### Metal 1

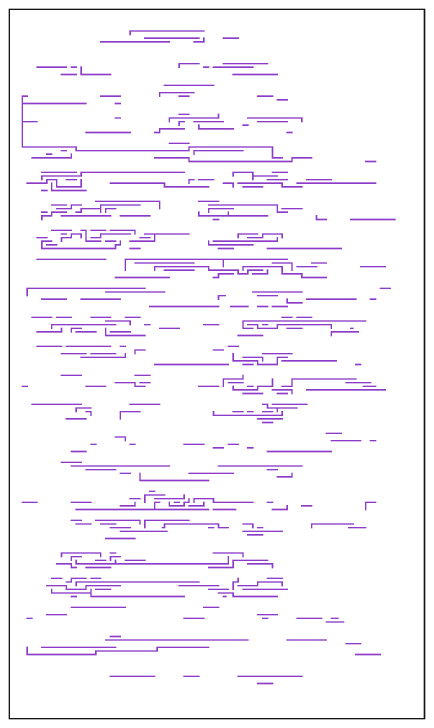
### Met2 routing

Cells faint in the background.
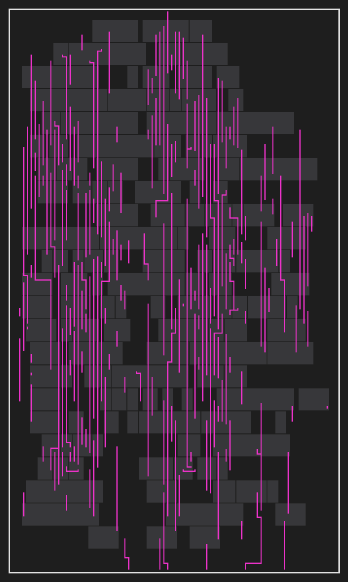
### Where the registers sit

Other sequential cells in the stronger grey, the rest of the logic in the fainter grey.
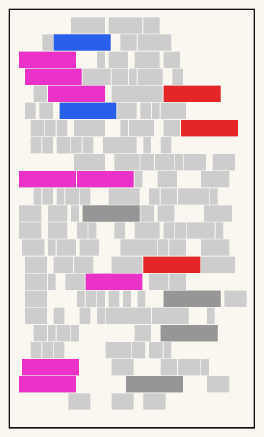
### Selected gate families

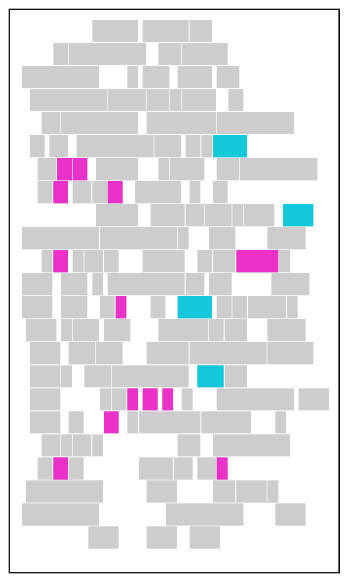
### Placed standard cells

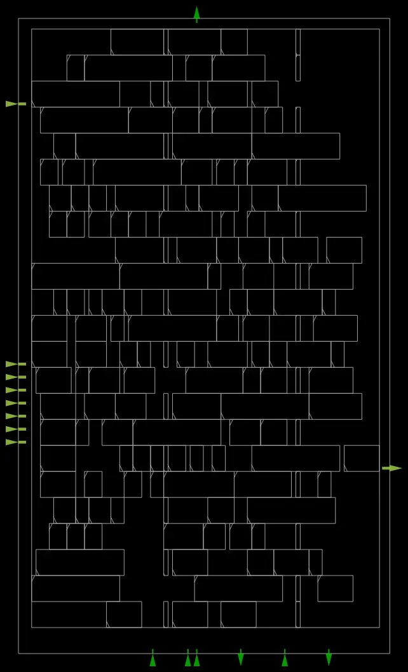
==> config.mk <==
export PLATFORM = sky130hd
export DESIGN_NAME = seq_frame_tx
export DESIGN_NICKNAME = d
export VERILOG_FILES = /design/src/rtl/fsm_pkg.sv /design/src/rtl/tx_shift_reg.sv /design/src/rtl/seq_frame_tx.sv
export SDC_FILE = /design/constraint.sdc
export NUM_CORES = 1
export LEC_CHECK = 0
export CORE_ASPECT_RATIO = 1.75
export CORE_UTILIZATION = 48
export CTS_CLUSTER_SIZE = 8
export DETAILED_ROUTE_END_ITERATION = 10
export GPL_ROUTABILITY_DRIVEN = 0
export GPL_TIMING_DRIVEN = 0
export PLACE_DENSITY = 0.73
export SYNTH_ARGS = -nofsm -noshare
export SYNTH_HDL_FRONTEND = slang
export SYNTH_SLANG_ARGS = --single-unit
==> constraint.sdc <==
create_clock -name clk -period 2 [get_ports clk]
set_clock_uncertainty 0.2 [all_clocks]
set_input_delay 0.3 -clock clk [delete_from_list [all_inputs] [get_ports clk]]
set_output_delay 0.3 -clock clk [all_outputs]
set_load 0.02 [all_outputs]
==> src/rtl/fsm_pkg.sv <==
// Shared definitions for the serial framing and sequence-detector blocks:
// state encodings, the default sync pattern and a small sizing helper.
package fsm_pkg;

    typedef enum logic [1:0] {
        IDLE = 2'b00,
        PRE  = 2'b01,
        PAY  = 2'b10,
        PAR  = 2'b11
    } state_t;

    localparam logic [3:0] DEFAULT_PREAMBLE = 4'b1011;

    function automatic int max_int(input int a, input int b);
        return (a > b) ? a : b;
    endfunction

endpackage

==> src/rtl/tx_shift_reg.sv <==
// Payload holding register for the frame transmitter. Loads a word, shifts it
// out MSB first, and keeps the even parity of the loaded word. The parity is
// captured at load time because the word itself is consumed by shifting.
module tx_shift_reg
#(
    parameter int DATA_W = 8
)
(
    input  logic              clk,
    input  logic              rst,
    input  logic              load,
    input  logic              shift,
    input  logic [DATA_W-1:0] data_in,
    output logic              msb,
    output logic              parity
);

    logic [DATA_W-1:0] sr;

    // Load takes priority over shift; zeros fill in behind the outgoing bits.
    always_ff @(posedge clk or posedge rst) begin
        if (rst) begin
            sr     <= '0;
            parity <= 1'b0;
        end else if (load) begin
            sr     <= data_in;
            parity <= ^data_in;
        end else if (shift) begin
            sr <= sr << 1;
        end
    end

    assign msb = sr[DATA_W-1];

endmodule

==> src/rtl/seq_frame_tx.sv <==
// Serial frame transmitter: preamble, payload MSB first, optional even-parity
// bit. One serial bit advances per bit_tick; tx_bit, tx_active and frame_done
// are registered, data_ready decodes the IDLE state.
module seq_frame_tx
    import fsm_pkg::*;
#(
    parameter int               DATA_W    = 8,
    parameter int               PRE_W     = 4,
    parameter logic [PRE_W-1:0] PREAMBLE  = PRE_W'(DEFAULT_PREAMBLE),
    parameter int               PARITY_EN = 1
)
(
    input  logic              clk,
    input  logic              rst,
    input  logic [DATA_W-1:0] data_in,
    input  logic              data_valid,
    output logic              data_ready,
    input  logic              bit_tick,
    output logic              tx_bit,
    output logic              tx_active,
    output logic              frame_done
);

    // The counter only ever holds "bits remaining in the current field".
    localparam int CNT_MAX = max_int(PRE_W, DATA_W);
    localparam int CNT_W   = (CNT_MAX > 1) ? $clog2(CNT_MAX) : 1;

    localparam logic [CNT_W-1:0] PRE_LAST = CNT_W'(PRE_W - 1);
    localparam logic [CNT_W-1:0] PAY_LAST = CNT_W'(DATA_W - 1);
    localparam logic [CNT_W-1:0] CNT_ONE  = CNT_W'(1);

    state_t           state;
    logic [CNT_W-1:0] cnt;
    logic             sr_load;
    logic             sr_shift;
    logic             sr_msb;
    logic             sr_parity;
    logic             pre_next;

    tx_shift_reg #(
        .DATA_W (DATA_W)
    ) u_shift (
        .clk     (clk),
        .rst     (rst),
        .load    (sr_load),
        .shift   (sr_shift),
        .data_in (data_in),
        .msb     (sr_msb),
        .parity  (sr_parity)
    );

    assign data_ready = (state == IDLE);

    // Load on acceptance; shift whenever a payload bit has just been moved onto tx_bit.
    always_comb begin
        sr_load  = (state == IDLE) && data_valid;
        sr_shift = bit_tick && (((state == PRE) && (cnt == '0)) ||
                                ((state == PAY) && (cnt != '0)));
    end

    // Preamble bit that follows the one currently on the line.
    always_comb begin
        pre_next = 1'b0;
        for (int i = 0; i < PRE_W; i++) begin
            if (CNT_W'(i) == (cnt - CNT_ONE)) begin
                pre_next = PREAMBLE[i];
            end
        end
    end

    // Frame sequencing with registered serial outputs.
    always_ff @(posedge clk or posedge rst) begin
        if (rst) begin
            state      <= IDLE;
            cnt        <= '0;
            tx_bit     <= 1'b0;
            tx_active  <= 1'b0;
            frame_done <= 1'b0;
        end else begin
            frame_done <= 1'b0;
            case (state)
                IDLE: begin
                    if (data_valid) begin
                        state     <= PRE;
                        cnt       <= PRE_LAST;
                        tx_bit    <= PREAMBLE[PRE_W-1];
                        tx_active <= 1'b1;
                    end else begin
                        tx_bit    <= 1'b0;
                        tx_active <= 1'b0;
                    end
                end
                PRE: begin
                    if (bit_tick) begin
                        if (cnt == '0) begin
                            state  <= PAY;
                            cnt    <= PAY_LAST;
                            tx_bit <= sr_msb;
                        end else begin
                            cnt    <= cnt - CNT_ONE;
                            tx_bit <= pre_next;
                        end
                    end
                end
                PAY: begin
                    if (bit_tick) begin
                        if (cnt != '0) begin
                            cnt    <= cnt - CNT_ONE;
                            tx_bit <= sr_msb;
                        end else if (PARITY_EN != 0) begin
                            state  <= PAR;
                            tx_bit <= sr_parity;
                        end else begin
                            state      <= IDLE;
                            cnt        <= '0;
                            tx_bit     <= 1'b0;
                            tx_active  <= 1'b0;
                            frame_done <= 1'b1;
                        end
                    end
                end
                PAR: begin
                    if (bit_tick) begin
                        state      <= IDLE;
                        cnt        <= '0;
                        tx_bit     <= 1'b0;
                        tx_active  <= 1'b0;
                        frame_done <= 1'b1;
                    end
                end
                default: begin
                    state     <= IDLE;
                    cnt       <= '0;
                    tx_bit    <= 1'b0;
                    tx_active <= 1'b0;
                end
            endcase
        end
    end

endmodule

==> results.py <==
# Synthesis and PnR figures
metrics = {
    "status": {
        "outcome": "complete, no violations",
    },
    "yosys": {
        "synth_area_sq_mm": 0.00114,
        "synth-edff-count": 0,
        "netlist_instances": 117,
        "yosys.area_share.adder": 0.0990,
        "ys_seq_frac": 0.374,
        "ys_ff": 17,
        "synth_cell_type_count": 35,
        "ys_warn_count": 0,
        "mux_share": 0.0517,
    },
    "timing": {
        "setup_viol": 0,
        "worst_pin_slew_ps": 637,
    },
    "power_and_ir_drop": {
        "p_per_area_mw_per_mm2": 1690,
        "irDropWorstVdd_v": 0.000991,
        "power.total_w": 0.00246,
    },
    "layout": {
        "nNetsFinal": 166,
        "drive_gt1_frac": 0.229,
    },
    "setup_path": {
        "reg2reg_slack_ps": 60,
        "reg2reg_to": "state[1]",
        "crit_path_start_kind": "register",
        "worstPathMaxFanout": 7,
        "critPathLaunch": "state[0]",
    },
    "global_route": {
        "grt_usage": 0.215,
        "grt_antenna_before_repair": 0,
        "grt_pass1_wl_mm": 3.85,
    },
    "floorplan": {
        "dieArea_sq_mm": 0.00258,
    },
    "placed_design": {
        "dp_slack_ps": -47.7,
        "portBuffers": 15,
    },
}
## Picture notes: 'Metal 1'
nets with wire on the layer	142
share of all routed wire	39%
wire length on this layer	967 microns
DR vias: 935
GR Util met1: 0.210
Routed WL: 2.49 mm

## Picture notes: 'Met2 routing'
nets with wire on the layer	137
main direction	vertical
share of all routed wire	58%
met2 Usage GRT: 0.413

## Picture notes: 'Where the registers sit'
signal	colour	sequential cells
`state`	blue	2
`cnt`	red	3
`u_shift.sr`	magenta	8
not coloured	4
Final Util: 0.641
Sequential Power: 0.000645 W
register cell area after layout: 425 sq um
fraction of area in registers: 0.292

## Picture notes: 'Selected gate families'
family	colour	cells
AND-OR and OR-AND gates	cyan	4
NAND gates	magenta	13
combinational share of cell area: 0.462
most numerous logic cell after layout: dfrtp_1
fin cells: 169

## Picture notes: 'Placed standard cells'
registers: 17
core outline area: 0.00227 sq mm
tap cell count: 25
floorplan row count: 23

-- registers in the layout, indices dropped and copies added (netlist names) --
name,count
u_shift.parity,1
tx_bit,1
frame_done,1
state,2
u_shift.sr,8
tx_active,1
cnt,3
-- metrics by stage --
step | cell area, sq um | setup TNS [ps] | instances | hold WS (ps)
floorplan | 1140 | 0 | 117 | 26.1
global placement | 1320 | -13.3 | 157 | 267
detailed placement | 1320 | -53.8 | 157 | 278
CTS | 1380 | 0 | 161 | 255
global route | 1460 | -20.4 | 169 | 300
finish | 1460 | 0 | 169 | 227
-- cell usage after synthesis (2+ instances only) --
master and count:
xnor2_1 7, buf_6 2, inv_1 9, o21ai_0 10, nand3_1 8, nor2_1 12
ha_1 9, a31oi_1 8, nand2_1 4, buf_4 2, dfrtp_1 17, a21oi_1 5
a2bb2oi_1 2
-- placed cells by master, fill, tap and decap left out, types with 2 or more instances in the layout --
cell and n:
ha_2 4, buf_4 8, buf_6 3, a2bb2oi_1 2
clkdlybuf4s50_1 14, clkbuf_8 3, dfrtp_1 17, inv_2 2
o21ai_0 10, nand3_1 8, nand2_1 4, a21oi_1 5
inv_1 7, ha_1 5, nor2_1 12, a31oi_1 8
xnor2_1 7
-- per-layer routing --
| layer | vias up | GRT usage | routed length, microns | part of all wire |
|---|---|---|---|---|
| met2 | 16 | 0.413 | 1440 | 0.58 |
| met5 | - | 0 | 0 | 0 |
| met4 | 0 | 0.0819 | 38 | 0.015 |
| met1 | 444 | 0.210 | 967 | 0.39 |
| met3 | 4 | 0.0337 | 37 | 0.015 |
| li1 | 471 | - | - | - |
-- worst max path at each step --
stage,end,slack (ps),cells after the start
finish,state[1],60,7
global route,state[1],-20,7
CTS,state[1],9,7
detailed placement,state[1],-50,7
global placement,state[1],-10,7
floorplan,state[1],30,7
-- final cells by class --
cell class / instances / area [sq um] / share of cell area
Clock inverter: 1 / 5.00 / 0.00343
Tap cell: 25 / 31.3 / 0.0215
Sequential cell: 17 / 425 / 0.292
Multi-Input combinational cell: 87 / 673 / 0.462
Buffer: 5 / 46.3 / 0.0318
Timing Repair Buffer: 22 / 201 / 0.138
Clock buffer: 3 / 41.3 / 0.0283
Inverter: 9 / 33.8 / 0.0232
-- what timing repair did --
action                     4_1_cts  5_1_grt
setup endpoints to repair        3       12
resized                          4        8
cloned                           0        1
buffers inserted                 0        7
pin swaps                        1        3
-- report_power, final --
part / internal [W] / total [W] / switching (W)
Combinational: 0.000773 / 0.00156 / 0.000783
Clock: 0.000138 / 0.000260 / 0.000121
Sequential: 0.000522 / 0.000645 / 0.000122
Total: 0.00143 / 0.00246 / 0.00103
-- logic make-up (layout without fill, tap and decap cells) --
group / after synthesis / after routing
compound gates: 35 / 35
flops: 17 / 17
fa+ha+maj: 9 / 9
xor+xnor: 7 / 7
buf+inv: 14 / 40
mux: 4 / 5
simple gates: 31 / 31
Power is estimated from default activity; no workload was simulated.
